--- config.mk ---
export PLATFORM = sky130hd
export DESIGN_NAME = pciecfg_cfg_responder
export DESIGN_NICKNAME = d
export VERILOG_FILES = /design/src/rtl/pciecfg_cfg_responder.sv
export SDC_FILE = /design/constraint.sdc
export NUM_CORES = 1
export LEC_CHECK = 0
export CORE_UTILIZATION = 47
export CTS_CLUSTER_SIZE = 25
export DETAILED_ROUTE_END_ITERATION = 6
export GPL_TIMING_DRIVEN = 0
export PLACE_DENSITY = 0.94
export SLEW_MARGIN = 15
export SYNTH_ARGS = -nofsm -noshare
export SYNTH_HDL_FRONTEND = slang
export SYNTH_SLANG_ARGS = --single-unit
--- constraint.sdc ---
create_clock -name pcie_clk -period 3.25 [get_ports pcie_clk]
set_input_delay 0.8125 -clock pcie_clk [delete_from_list [all_inputs] [get_ports pcie_clk]]
set_output_delay 0.8125 -clock pcie_clk [all_outputs]
set_load 0.1 [all_outputs]
--- src/rtl/pciecfg_cfg_responder.sv ---
// NetTLP config-protocol responder: pops decoded config requests, runs them on the
// PCIe cfg_mgmt port and returns exactly one response per valid request.
module pciecfg_cfg_responder #(
  parameter int          TIMEOUT_CYCLES = 1024,
  parameter logic [31:0] ERR_DATA       = 32'hFFFF_FFFF
) (
  input  logic        pcie_clk,
  input  logic        pcie_rst_n,
  input  logic        req_empty,
  input  logic [64:0] req_dout,
  output logic        req_rd_en,
  output logic [9:0]  cfg_mgmt_dwaddr,
  output logic [3:0]  cfg_mgmt_byte_en,
  output logic [31:0] cfg_mgmt_di,
  output logic        cfg_mgmt_wr_en,
  output logic        cfg_mgmt_rd_en,
  output logic        cfg_mgmt_wr_readonly,
  output logic        cfg_mgmt_wr_rw1c_as_rw,
  input  logic [31:0] cfg_mgmt_do,
  input  logic        cfg_mgmt_rd_wr_done,
  output logic        resp_valid,
  input  logic        resp_ready,
  output logic [63:0] resp_pkt,
  output logic        resp_err,
  output logic [15:0] stat_drop_cnt,
  output logic [15:0] stat_err_cnt
);

  localparam int TW = $clog2(TIMEOUT_CYCLES) + 1;

  typedef enum logic [1:0] {
    IDLE   = 2'd0,
    ACCESS = 2'd1,
    RESP   = 2'd2
  } state_t;

  state_t        state_r, state_nxt_s;
  logic [TW-1:0] tmo_cnt_r;
  logic          pop_s, req_valid_s, bad_op_s, wr_nomask_s, tmo_s, hs_s, rd_op_r;

  // Disabled byte lanes of a read come back as zero.
  function automatic logic [31:0] mask_bytes(input logic [31:0] d, input logic [3:0] m);
    logic [31:0] r;
    r = 32'h0000_0000;
    for (int i = 0; i < 4; i++) r[8*i +: 8] = m[i] ? d[8*i +: 8] : 8'h00;
    return r;
  endfunction

  assign pop_s       = (state_r == IDLE) && !req_empty && pcie_rst_n;
  assign req_rd_en   = pop_s;
  assign req_valid_s = req_dout[64];
  assign bad_op_s    = req_dout[47];
  assign wr_nomask_s = (req_dout[47:46] == 2'b01) && (req_dout[45:42] == 4'b0000);
  assign tmo_s       = (tmo_cnt_r == TW'(TIMEOUT_CYCLES - 2));
  assign hs_s        = resp_valid && resp_ready;

  assign cfg_mgmt_wr_readonly   = 1'b0;
  assign cfg_mgmt_wr_rw1c_as_rw = 1'b0;

  // State register.
  always_ff @(posedge pcie_clk) begin
    if (!pcie_rst_n) state_r <= IDLE;
    else             state_r <= state_nxt_s;
  end

  // Next-state selection.
  always_comb begin
    state_nxt_s = state_r;
    case (state_r)
      IDLE: begin
        if (pop_s && req_valid_s) begin
          if (bad_op_s || wr_nomask_s) state_nxt_s = RESP;
          else                         state_nxt_s = ACCESS;
        end else begin
          state_nxt_s = IDLE;
        end
      end
      ACCESS: begin
        if (cfg_mgmt_rd_wr_done || tmo_s) state_nxt_s = RESP;
        else                              state_nxt_s = ACCESS;
      end
      RESP: begin
        if (hs_s) state_nxt_s = IDLE;
        else      state_nxt_s = RESP;
      end
      default: state_nxt_s = IDLE;
    endcase
  end

  // Datapath: resp_pkt doubles as the request register while the access runs.
  always_ff @(posedge pcie_clk) begin
    if (!pcie_rst_n) begin
      cfg_mgmt_dwaddr  <= 10'd0;
      cfg_mgmt_byte_en <= 4'd0;
      cfg_mgmt_di      <= 32'd0;
      cfg_mgmt_rd_en   <= 1'b0;
      cfg_mgmt_wr_en   <= 1'b0;
      rd_op_r          <= 1'b0;
      tmo_cnt_r        <= '0;
      resp_valid       <= 1'b0;
      resp_pkt         <= 64'd0;
      resp_err         <= 1'b0;
      stat_drop_cnt    <= 16'd0;
      stat_err_cnt     <= 16'd0;
    end else begin
      case (state_r)
        IDLE: begin
          if (pop_s) begin
            if (!req_valid_s) begin
              if (stat_drop_cnt != 16'hFFFF) stat_drop_cnt <= stat_drop_cnt + 16'd1;
            end else begin
              resp_pkt  <= req_dout[63:0];
              tmo_cnt_r <= '0;
              rd_op_r   <= (req_dout[47:46] == 2'b00);
              if (bad_op_s) begin
                resp_pkt[31:0] <= ERR_DATA;
                resp_err       <= 1'b1;
                resp_valid     <= 1'b1;
              end else if (wr_nomask_s) begin
                resp_err   <= 1'b0;
                resp_valid <= 1'b1;
              end else begin
                resp_err         <= 1'b0;
                cfg_mgmt_dwaddr  <= req_dout[41:32];
                cfg_mgmt_byte_en <= req_dout[45:42];
                cfg_mgmt_di      <= req_dout[31:0];
                cfg_mgmt_rd_en   <= (req_dout[47:46] == 2'b00);
                cfg_mgmt_wr_en   <= (req_dout[47:46] == 2'b01);
              end
            end
          end
        end
        ACCESS: begin
          if (cfg_mgmt_rd_wr_done) begin
            cfg_mgmt_rd_en <= 1'b0;
            cfg_mgmt_wr_en <= 1'b0;
            resp_valid     <= 1'b1;
            if (rd_op_r) resp_pkt[31:0] <= mask_bytes(cfg_mgmt_do, resp_pkt[45:42]);
          end else if (tmo_s) begin
            cfg_mgmt_rd_en <= 1'b0;
            cfg_mgmt_wr_en <= 1'b0;
            resp_valid     <= 1'b1;
            resp_err       <= 1'b1;
            resp_pkt[31:0] <= ERR_DATA;
          end else begin
            tmo_cnt_r <= tmo_cnt_r + TW'(1);
          end
        end
        RESP: begin
          if (hs_s) begin
            resp_valid <= 1'b0;
            if (resp_err && (stat_err_cnt != 16'hFFFF)) stat_err_cnt <= stat_err_cnt + 16'd1;
          end
        end
        default: ;
      endcase
    end
  end

endmodule

==> impl_metrics.env, run 1 <==
# implementation run metrics
export IMPL_crit_path_end="req_rd_en"
export IMPL_drive_above_1_share=0.04621
export IMPL_core_um2=14590
export IMPL_rows=44
export IMPL_largest_reg_flops=64
export IMPL_rsz0062_at_grt="false"
export IMPL_die_w_um=124.6
export IMPL_viasPerCell=5.569
export IMPL_hold_path_end="resp_pkt[14]"
export IMPL_hold_class="reg2reg"
export IMPL_comb_area_frac=0.3436
export IMPL_grt_max_degree=17
export IMPL_dieArea_um2=15520
export IMPL_combinationalPowerShare=0.186
export IMPL_clk_pin_slew_ns=0.06
export IMPL_netlist_top_cells_count="nand2_1, dfxtp_1, a21boi_0"
export IMPL_clock_area_frac=0.05440
export IMPL_fin_cells=1331
export IMPL_tightest_slew_ns=1.102
export IMPL_crit_slowest_cell="or4b_1"
export IMPL_yosys_warnings=0
export IMPL_clkbuf_count=24
export IMPL_power_density_nw_per_um2=472.8
export IMPL_fin_total_pwr_mw=4.882
export IMPL_ir_drop_mv=0.4114
export IMPL_reg2regPathDepth=7
export IMPL_cts_made_buffers=17
export IMPL_crit_family="buffers and inverters"
export IMPL_r2r_end="resp_pkt[9]"
export IMPL_post_cts_setup_buffers=0
export IMPL_hold_buffers=0
export IMPL_reg_top3="resp_pkt (64), cfg_mgmt_di (32)"
export IMPL_syn_inst=867
export IMPL_path_max_fanout=3
export IMPL_drc_errors=0
export IMPL_nonClkBufAreaFrac=0.2669
export IMPL_wl_per_cell_um=17.17
export IMPL_flop_cell="dfxtp_1"
export IMPL_fmax_mhz=323.8
export IMPL_busiest_layer="met2"
export IMPL_cp_buffers_inverters=3
export IMPL_mux_share=0.009924
export IMPL_wl_met3_um=2159
export IMPL_synth_comb_largest_family="simple AND/OR/NAND/NOR gates"
export IMPL_clk_power_mw=1.92
export IMPL_cap_violations=0
export IMPL_async_flop_share=0
export IMPL_hpwl_um=17060
export IMPL_grtUsageMet3=0.09450
export IMPL_r2r_slack_ns=0.70
export IMPL_final_cell_mix="nand2_1, clkdlybuf4s50_1, dfxtp_1, a21boi_0, clkbuf_1"
export IMPL_antenna_cells=0
export IMPL_warning_count=27
export IMPL_intPower_mw=3.404
export IMPL_largest_area_cell="dfxtp_1"
export IMPL_path_class="in2out"
export IMPL_critPathLaunch="req_empty"
export IMPL_cts_buffer_depth=2
export IMPL_final_hold_violation_count=0
export IMPL_simple_gate_share=0.2667
export IMPL_status="finished, final reports clean"
export IMPL_grt_overflow=0
export IMPL_synth_compound_area_share=0.1843
export IMPL_crit_chain="clkdlybuf4s50_1 > or4b_1 > inv_1 > clkbuf_4"
export IMPL_p_leak_nw=3.568
export IMPL_worst_setup_path_end_kind="output pin"
export IMPL_post_route_min_period_ns=3.089
export IMPL_postCtsResizedCells=5
export IMPL_cts_root_buf="clkbuf_16"
export IMPL_syn_area_um2=7061
export IMPL_crit_cells=4
export IMPL_comb_cells=637
export IMPL_seq_cells=160
export IMPL_fp_util=0.4840
export IMPL_p_seq_frac=0.421
export IMPL_dominant_cells="multi-input combinational cells"
export IMPL_design_area_um2=10330
export IMPL_yosys_area_um2=7061
export IMPL_synth_area_per_cell_um2=8.144
export IMPL_nets=1240
export IMPL_slew_headroom=0.2589
export IMPL_fin_worst_skew_ns=0.007062
export IMPL_area_growth_pct=46.25
export IMPL_clock_latency_ns=0.43
export IMPL_met1_length_um=9088
export IMPL_setup_viol=0
export IMPL_drt_first_pass_iters=5
export IMPL_dpl_worst_slack_ns=-0.6466
export IMPL_edf_count=0
export IMPL_yosys_cells=867
export IMPL_worstPathRequired_ns=2.44
export IMPL_maxSlewViolCount=0
export IMPL_xor_area_frac=0.03349
export IMPL_critPathMaxStageDelay_ns=0.55
export IMPL_synth_adder_area_share=0.007088
export IMPL_grt_use_met1=0.3477
export IMPL_drt_iter0_drc=572
export IMPL_arrival_ns=2.28
export IMPL_wl_met2_um=10360
export IMPL_logic_area_um2=3548
export IMPL_grt_util_all_layers=0.2928
export IMPL_grt_first_pass_wirelength_um=36010
export IMPL_postRouteAntennaNets=0
export IMPL_synth_top_cell_by_count="nand2_1"
export IMPL_fin_tns_setup_ns=0
export IMPL_synth_cell_types=54
export IMPL_gp_congestion=0.8864
export IMPL_num_tap_cells=184
export IMPL_pg_comb_uw=910
export IMPL_routed_top_layer="met4"
export IMPL_synth_seq_share=0.4537
export IMPL_nFillCells=1089
export IMPL_cts_tree="built"
export IMPL_worst_slack_ns=0.1612
Figure 1. Sequential cells colored by netlist name (run 1).
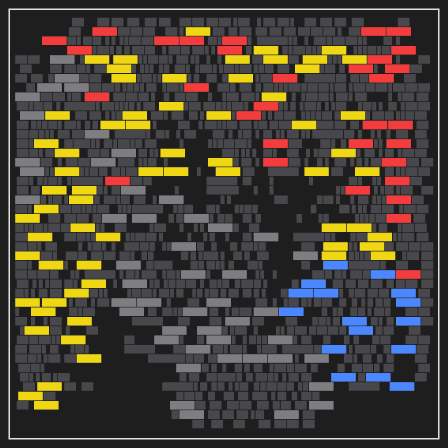
| color | signal | placed flops |
|---|---|---|
| blue | stat_err_cnt | 16 |
| yellow | resp_pkt | 64 |
| red | cfg_mgmt_di | 32 |
not colored: 48
Layout Utilization: 0.7078
storage element area: 3203 µm²
flop share of the area: 0.3102
sequential power: 2.06 mW

Figure 2. Metal 2 (run 1).
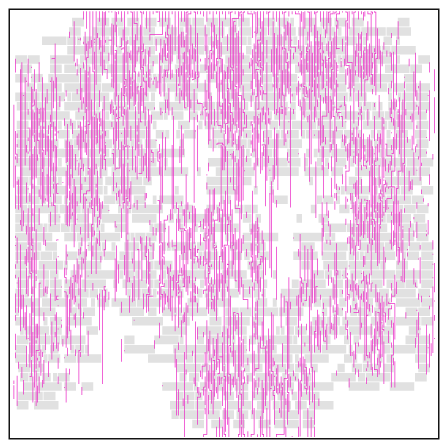
wire length on this layer: 10400 µm
longest straight run: 49.0 µm
share of all routed wire: 45%
main direction: vertical
met2 usage in global routing: 0.4631
DR vias: 7412

Figure 3. Nets reached from selected ports (run 1).
The bar under the picture is 20 µm long.
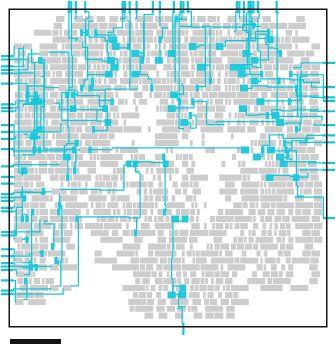
| color | port | direction | edge | end cells | wire |
|---|---|---|---|---|---|
| cyan | req_dout | input | 31 left, 22 top, 11 right, 1 bottom | 122 | 2520 µm |
# IOs: 251
port bufs: 247

Figure 4. Routing congestion (run 1).
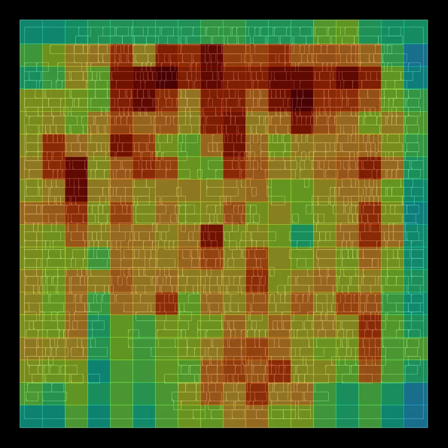

==> run 1 -> run 2 <==
ABC_AREA = 1   (was default)
GPL_ROUTABILITY_DRIVEN = 0   (was default)
PLACE_DENSITY = 0.93   (was 0.94)
Figure 5. Routing congestion (run 2).
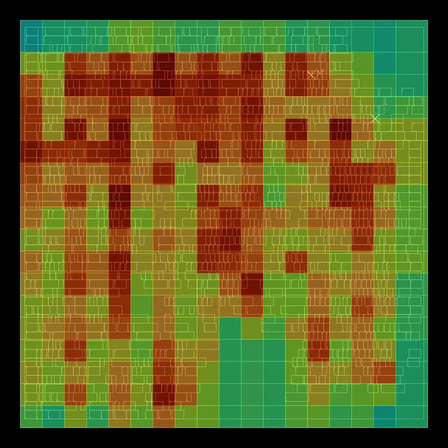
met1 Use GR: 0.3594
Layout Utilization: 0.7032
met2 usage in global routing: 0.5388

==> impl_metrics.env, run 2 <==
# implementation run metrics
export IMPL_warning_count=27
export IMPL_intPower_mw=3.609
export IMPL_area_growth_pct=45.54
export IMPL_clk_pin_slew_ns=0.06
export IMPL_portBuffers=247
export IMPL_netlist_top_cells_count="nand2_1, nor2_1, dfxtp_1"
export IMPL_crit_chain="clkdlybuf4s50_1"
export IMPL_postCtsResizedCells=2
export IMPL_postRouteAntennaNets=0
export IMPL_pg_comb_mw=1.20
export IMPL_fp_util=0.4831
export IMPL_cts_buffer_depth=2
export IMPL_simple_gate_share=0.3131
export IMPL_flop_cell="dfxtp_1"
export IMPL_p_leak_nw=4.097
export IMPL_antenna_cells=0
export IMPL_mux_share=0
export IMPL_crit_slowest_cell="clkdlybuf4s50_1"
export IMPL_syn_area_um2=7372
export IMPL_yosys_cells=1078
export IMPL_violations="DRC"
export IMPL_post_route_min_period_ns=2.885
export IMPL_routed_top_layer="met4"
export IMPL_dieArea_um2=16190
export IMPL_drive_above_1_share=0.06922
export IMPL_tightest_slew_ns=1.122
export IMPL_worstPathRequired_ns=2.44
export IMPL_drt_first_pass_iters=7
export IMPL_post_cts_setup_buffers=0
export IMPL_xor_area_frac=0.01307
export IMPL_yosys_area_um2=7372
export IMPL_grtUsageMet3=0.08794
export IMPL_synth_compound_area_share=0.1516
export IMPL_busiest_layer="met2"
export IMPL_power_density_nw_per_um2=505.0
export IMPL_synth_adder_area_share=0.006789
export IMPL_drc_errors=8
export IMPL_path_max_fanout=7
export IMPL_ir_drop_mv=0.4370
export IMPL_crit_cells=1
export IMPL_grt_overflow=0
export IMPL_worst_setup_path_end_kind="output pin"
export IMPL_final_hold_violation_count=0
export IMPL_grt_first_pass_wirelength_um=39560
export IMPL_clock_latency_ns=0.43
export IMPL_status="complete, but fails checks"
export IMPL_r2r_end="resp_pkt[14]"
export IMPL_io_pins=251
export IMPL_fin_worst_skew_ns=0.009208
export IMPL_clkbuf_count=17
export IMPL_slew_headroom=0.2499
export IMPL_wl_per_cell_um=16.22
export IMPL_synth_top_cell_by_count="nand2_1"
export IMPL_die_w_um=127.2
export IMPL_synth_seq_share=0.4345
export IMPL_viasPerCell=5.324
export IMPL_grt_util_all_layers=0.3152
export IMPL_wl_met2_um=12160
export IMPL_crit_path_end="stat_drop_cnt[0]"
export IMPL_seq_cells=160
export IMPL_seqCellArea_um2=3203
export IMPL_clk_power_mw=2.12
export IMPL_critPathMaxStageDelay_ns=1.18
export IMPL_seq_share=0.2985
export IMPL_hpwl_um=18420
export IMPL_num_tap_cells=211
export IMPL_logic_area_um2=3580
export IMPL_reg2regPathDepth=8
export IMPL_critPathLaunch="stat_drop_cnt[0]"
export IMPL_combinationalPowerShare=0.221
export IMPL_cp_buffers_inverters=1
export IMPL_largest_area_cell="dfxtp_1"
export IMPL_largest_reg_flops=64
export IMPL_dominant_cells="multi-input combinational cells"
export IMPL_cts_tree="built"
export IMPL_yosys_warnings=0
export IMPL_arrival_ns=2.07
export IMPL_nFillCells=1206
export IMPL_cap_violations=0
export IMPL_syn_inst=1078
export IMPL_r2r_slack_ns=1.38
export IMPL_clock_area_frac=0.05796
export IMPL_dpl_worst_slack_ns=-0.2767
export IMPL_worst_slack_ns=0.3654
export IMPL_path_class="reg2out"
export IMPL_wl_met3_um=2492
export IMPL_met1_length_um=9764
export IMPL_fin_cells=1569
export IMPL_async_flop_share=0
export IMPL_edf_count=0
export IMPL_fin_total_pwr_mw=5.419
export IMPL_comb_cells=788
export IMPL_reg_top3="resp_pkt (64), cfg_mgmt_di (32)"
export IMPL_rsz0062_at_grt="false"
Power figures rest on the tool's default switching activity, not on a simulated workload.
